===== src/rtl/vga_smem_arbiter.sv =====
// vga_smem_arbiter: shares single-port smem between display prefetch (slot x[3:0]==SLOT, priority) and CPU req/ack (clk, reset, x, y, activevideo, cpu_req/we/addr/wdata -> cpu_ack/rdata, mem_addr/we/wdata <- mem_rdata, char_code, stall_cnt counted only with SMEM_STALL_CNT_EN)
module vga_smem_arbiter #(
  parameter int COLS = 40,
  parameter int ROWS = 30,
  parameter int ADDR_W = 11,
  parameter int DATA_W = 8,
  parameter int SLOT = 12
) (
  input  logic              clk,
  input  logic              reset,
  input  logic [9:0]        x,
  input  logic [9:0]        y,
  input  logic              activevideo,
  input  logic              cpu_req,
  input  logic              cpu_we,
  input  logic [ADDR_W-1:0] cpu_addr,
  input  logic [DATA_W-1:0] cpu_wdata,
  output logic              cpu_ack,
  output logic [DATA_W-1:0] cpu_rdata,
  output logic [ADDR_W-1:0] mem_addr,
  output logic              mem_we,
  output logic [DATA_W-1:0] mem_wdata,
  input  logic [DATA_W-1:0] mem_rdata,
  output logic [DATA_W-1:0] char_code,
  output logic [15:0]       stall_cnt
);
  typedef enum logic {IDLE, CPU_ACK} state_t;
  state_t state, state_n;
  logic wrap, disp_slot, in_map, disp_acc, vis, grant, disp_pend;
  logic [5:0] col, row;
  logic [ADDR_W-1:0] disp_addr, addr_q;
  logic [DATA_W-1:0] wdata_q, prefetch, char_q;
  assign wrap = x[9:4] == 6'd49;
  assign col = wrap ? 6'd0 : x[9:4] + 6'd1;
  assign row = wrap ? (y == 10'd524 ? 6'd0 : 6'((y + 10'd1) >> 4)) : y[9:4];
  assign disp_slot = x[3:0] == 4'(SLOT);
  assign in_map = 32'(col) < COLS && 32'(row) < ROWS;
  assign disp_acc = disp_slot && in_map;
  assign vis = col < 6'd40 && row < 6'd30;
  assign disp_addr = ADDR_W'(32'(row) * COLS + 32'(col));
  assign grant = state == IDLE && cpu_req && !disp_slot;
  always_ff @(posedge clk)
    state <= reset ? IDLE : state_n;
  always_comb
    state_n = grant ? CPU_ACK : IDLE;
  always_comb begin
    mem_addr = disp_acc ? disp_addr : grant ? cpu_addr : addr_q;
    mem_we = grant && cpu_we;
    mem_wdata = grant ? cpu_wdata : wdata_q;
    cpu_ack = state == CPU_ACK;
    cpu_rdata = state == CPU_ACK ? mem_rdata : '0;
  end
  always_ff @(posedge clk)
    if (reset) begin
      addr_q <= '0;
      wdata_q <= '0;
      disp_pend <= 1'b0;
      prefetch <= '0;
      char_q <= '0;
    end else begin
      addr_q <= mem_addr;
      wdata_q <= mem_wdata;
      disp_pend <= disp_acc;
      if (disp_slot && !in_map) prefetch <= '0;
      else if (disp_pend) prefetch <= mem_rdata;
      if (x[3:0] == 4'd15) char_q <= vis ? prefetch : '0;
    end
  assign char_code = activevideo ? char_q : '0;
`ifdef SMEM_STALL_CNT_EN
  always_ff @(posedge clk)
    if (reset) stall_cnt <= '0;
    else if (state == IDLE && cpu_req && disp_slot && stall_cnt != 16'hFFFF) stall_cnt <= stall_cnt + 16'd1;
`else
  assign stall_cnt = '0;
`endif
endmodule


===== config.mk =====
export PLATFORM = sky130hd
export DESIGN_NAME = vga_smem_arbiter
export DESIGN_NICKNAME = d
export VERILOG_FILES = /design/src/rtl/vga_smem_arbiter.sv
export SDC_FILE = /design/constraint.sdc
export NUM_CORES = 1
export LEC_CHECK = 0
export CAP_MARGIN = 5
export CORE_AREA = 2 2 98 100
export DETAILED_ROUTE_END_ITERATION = 10
export DIE_AREA = 0 0 100 102
export HOLD_SLACK_MARGIN = 0.06
export SYNTH_ARGS = -nofsm -noshare
export SYNTH_HDL_FRONTEND = slang
export SYNTH_SLANG_ARGS = --single-unit

===== constraint.sdc =====
create_clock -name clk -period 11.46 [get_ports clk]
set_input_delay 1.719 -clock clk [delete_from_list [all_inputs] [get_ports clk]]
set_output_delay 1.719 -clock clk [all_outputs]
set_load 0.005 [all_outputs]

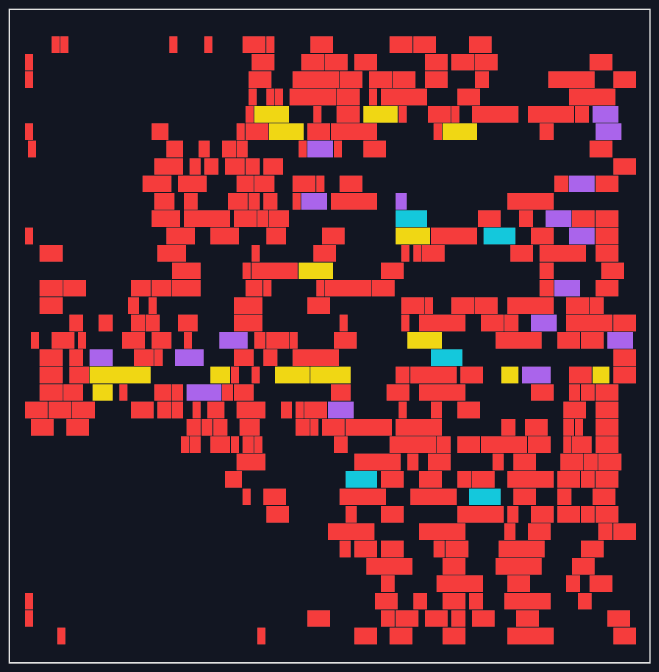
Figure 1: run 1, sizing map.
| size | color | cells |
|---|---|---|
| _3 and _4 cells | yellow | 14 |
| _6 and larger | cyan | 5 |
| _0 and _1 cells | red | 329 |
| _2 cells | purple | 17 |
Syn-to-layout area delta: 37.1%
setup ws final: 3.96 ns

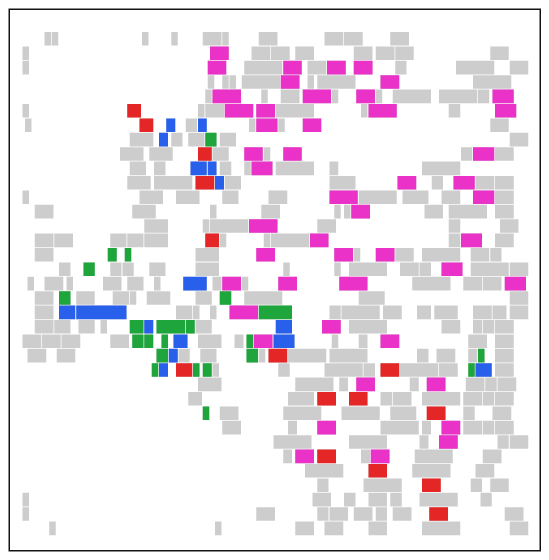
Figure 2: run 1, selected gate families.
| family | color | cells | most used |
|---|---|---|---|
| mux cells | magenta | 48 | mux2i_1 |
| aoi and oai cells | blue | 16 | o21ai_0 |
| nand cells | green | 22 | nand2_1 |
| non-inverting ao/oa cells | red | 15 | a32o_1 |
most common logic cell in the routed design: clkdlybuf4s50_1
Layout Cells excl Fill: 476
logic share of the area: 48.5%

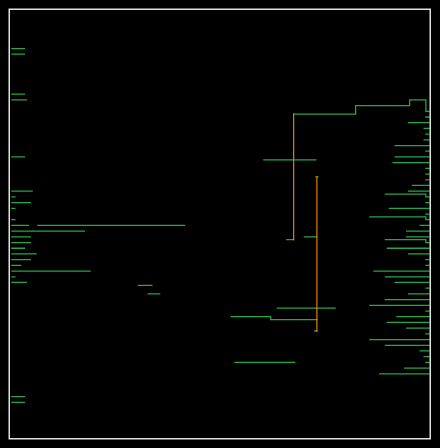
Figure 3: run 1, wiring by layer.
Only two layers are drawn.
| layer | color | wire length |
|---|---|---|
| metal 4 | orange | 66.6 µm |
| metal 3 | green | 499 µm |
vias: 2,226
DRT Wirelength: 6270 µm

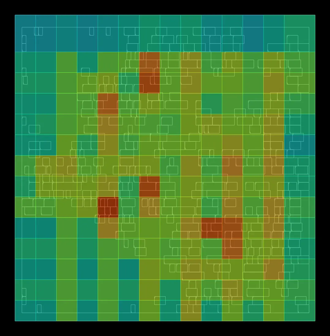
Figure 4: run 1, congestion heat map.
Most Crowded Layer GR: met2
GRT Util Overall: 12.3%
Final Util: 40.0%
routed len/inst: 13.2 µm

==> qor.yml, run 1 <==
status: "completed"
n_antenna_cell: 0
clk_latency_ns: 0.28
fill_cells: 926
path_depth: 16
largest_reg_flops: 11
core_area_um2: 9110
placed_cells: 470
crit_top_cell: "ha_1"
sh_seq_area_pct: 20.3
yosys.area.top_type_share_pct: 27.9
nNetsFinal: 433
signal_buffers: 90
hp-start: "char_q[4]"
relSlewSlack_pct: 35.5
post_cts_buffers: 0
grt_max_degree: 43
htree_num_levels: 2
die_w_um: 100
setup_viol: 0
-- run 1: kinds of logic (layout without fill, tap and decap cells) --
kind of cell | after synthesis | after routing | share of synthesized area [%]
other | 1 | 16 | 0.141
adder cells (fa/ha/maj) | 15 | 15 | 7.63
XOR/XNOR | 14 | 14 | 4.62
buffers and inverters | 35 | 103 | 7.96
AND/OR/NAND/NOR | 101 | 101 | 21.5
AND-OR/OR-AND | 31 | 31 | 10.2
flip-flops | 37 | 37 | 27.9
multiplexers | 48 | 48 | 20.1
-- run 1: per-layer routing --
metal | vias up | track usage, % | part of all wire [%]
li1 | 1132 | - | -
met1 | 1001 | 16.2 | 47
met2 | 87 | 20.2 | 44
met3 | 6 | 2.80 | 7.9
met4 | 0 | 3.48 | 1.1
met5 | - | 0 | 0
Figure 5. Sequential cells grouped by signal name (run 1).
Bar = 20 µm. Other sequential cells in the stronger gray, the rest of the logic in the fainter gray.
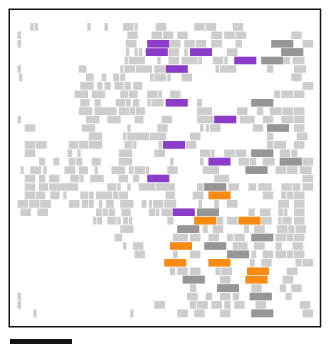

==> run 2: changes to the inputs <==
==> constraint.sdc (replaced) <==
create_clock -name clk -period 7.05 [get_ports clk]
set_input_delay 1.0575 -clock clk [delete_from_list [all_inputs] [get_ports clk]]
set_output_delay 1.0575 -clock clk [all_outputs]
set_load 0.005 [all_outputs]
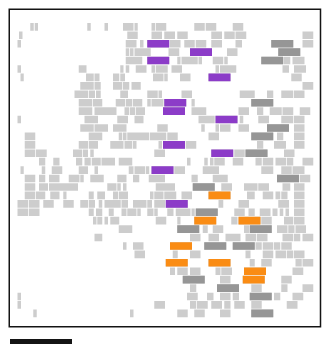
Figure 6: run 2, sequential cells grouped by signal name.
Bar = 20 µm. Other sequential cells in the stronger gray, the rest of the logic in the fainter gray.
| signal | color | flops |
|---|---|---|
| addr_q | purple | 11 |
| prefetch | orange | 8 |
not colored: 18
Seq. pwr: 219 µW
Reg area: 741 µm²

==> qor.yml, run 2 <==
vias: 2226
clk_pin_slew_ns: 0.06
track_usage_pct: 11.9
routed_wirelength_um: 6190
crit_top_cell: "ha_1"
fill_cells: 920
sh_seq_area_pct: 20.3
layout_top_cell: "clkdlybuf4s50_1"
signal_buffers: 90
setup_viol: 0
yosys.area.top_type_share_pct: 27.9
nNetsFinal: 433
wire_per_inst_um: 12.9
htree_num_levels: 2
n_antenna_cell: 0
comb-cell-share_pct: 48.4
grt_max_degree: 43
clk_latency_ns: 0.29
switching_power_uw: 145
die_w_um: 100
status: "completed"
post_cts_buffers: 0
relSlewSlack_pct: 34.7
core_area_um2: 9110
post_dp_cell_area_um2: 3570
fin_cells: 478
largest_reg_flops: 11
cp_top_family: "adder cells"
run 2: kinds of logic after synthesis:
family	synth area share [%]
buffers and inverters	7.96
AOI/OAI and AO/OA	10.2
other	0.141
muxes	20.1
xor gates and xnor gates	4.62
adders and majority gates	7.63
DFF	27.9
and+or+nand+nor	21.5
run 2: routing by layer:
metal | part of all wire [%] | track usage, %
met1 | 48 | 15.5
met2 | 43 | 19.8
met3 | 7.1 | 2.94
met4 | 1.2 | 3.48
met5 | 0 | 0
run 2: through the flow:
stage	utilization [%]	setup WS [ns]
after floorplan	-	2.20
after global placement	39.2	0.934
after detailed placement	39.2	0.865
after CTS	40.0	0.845
after global routing	40.0	0.537
final	40.0	0.897
Power and IR drop assume default switching activity.
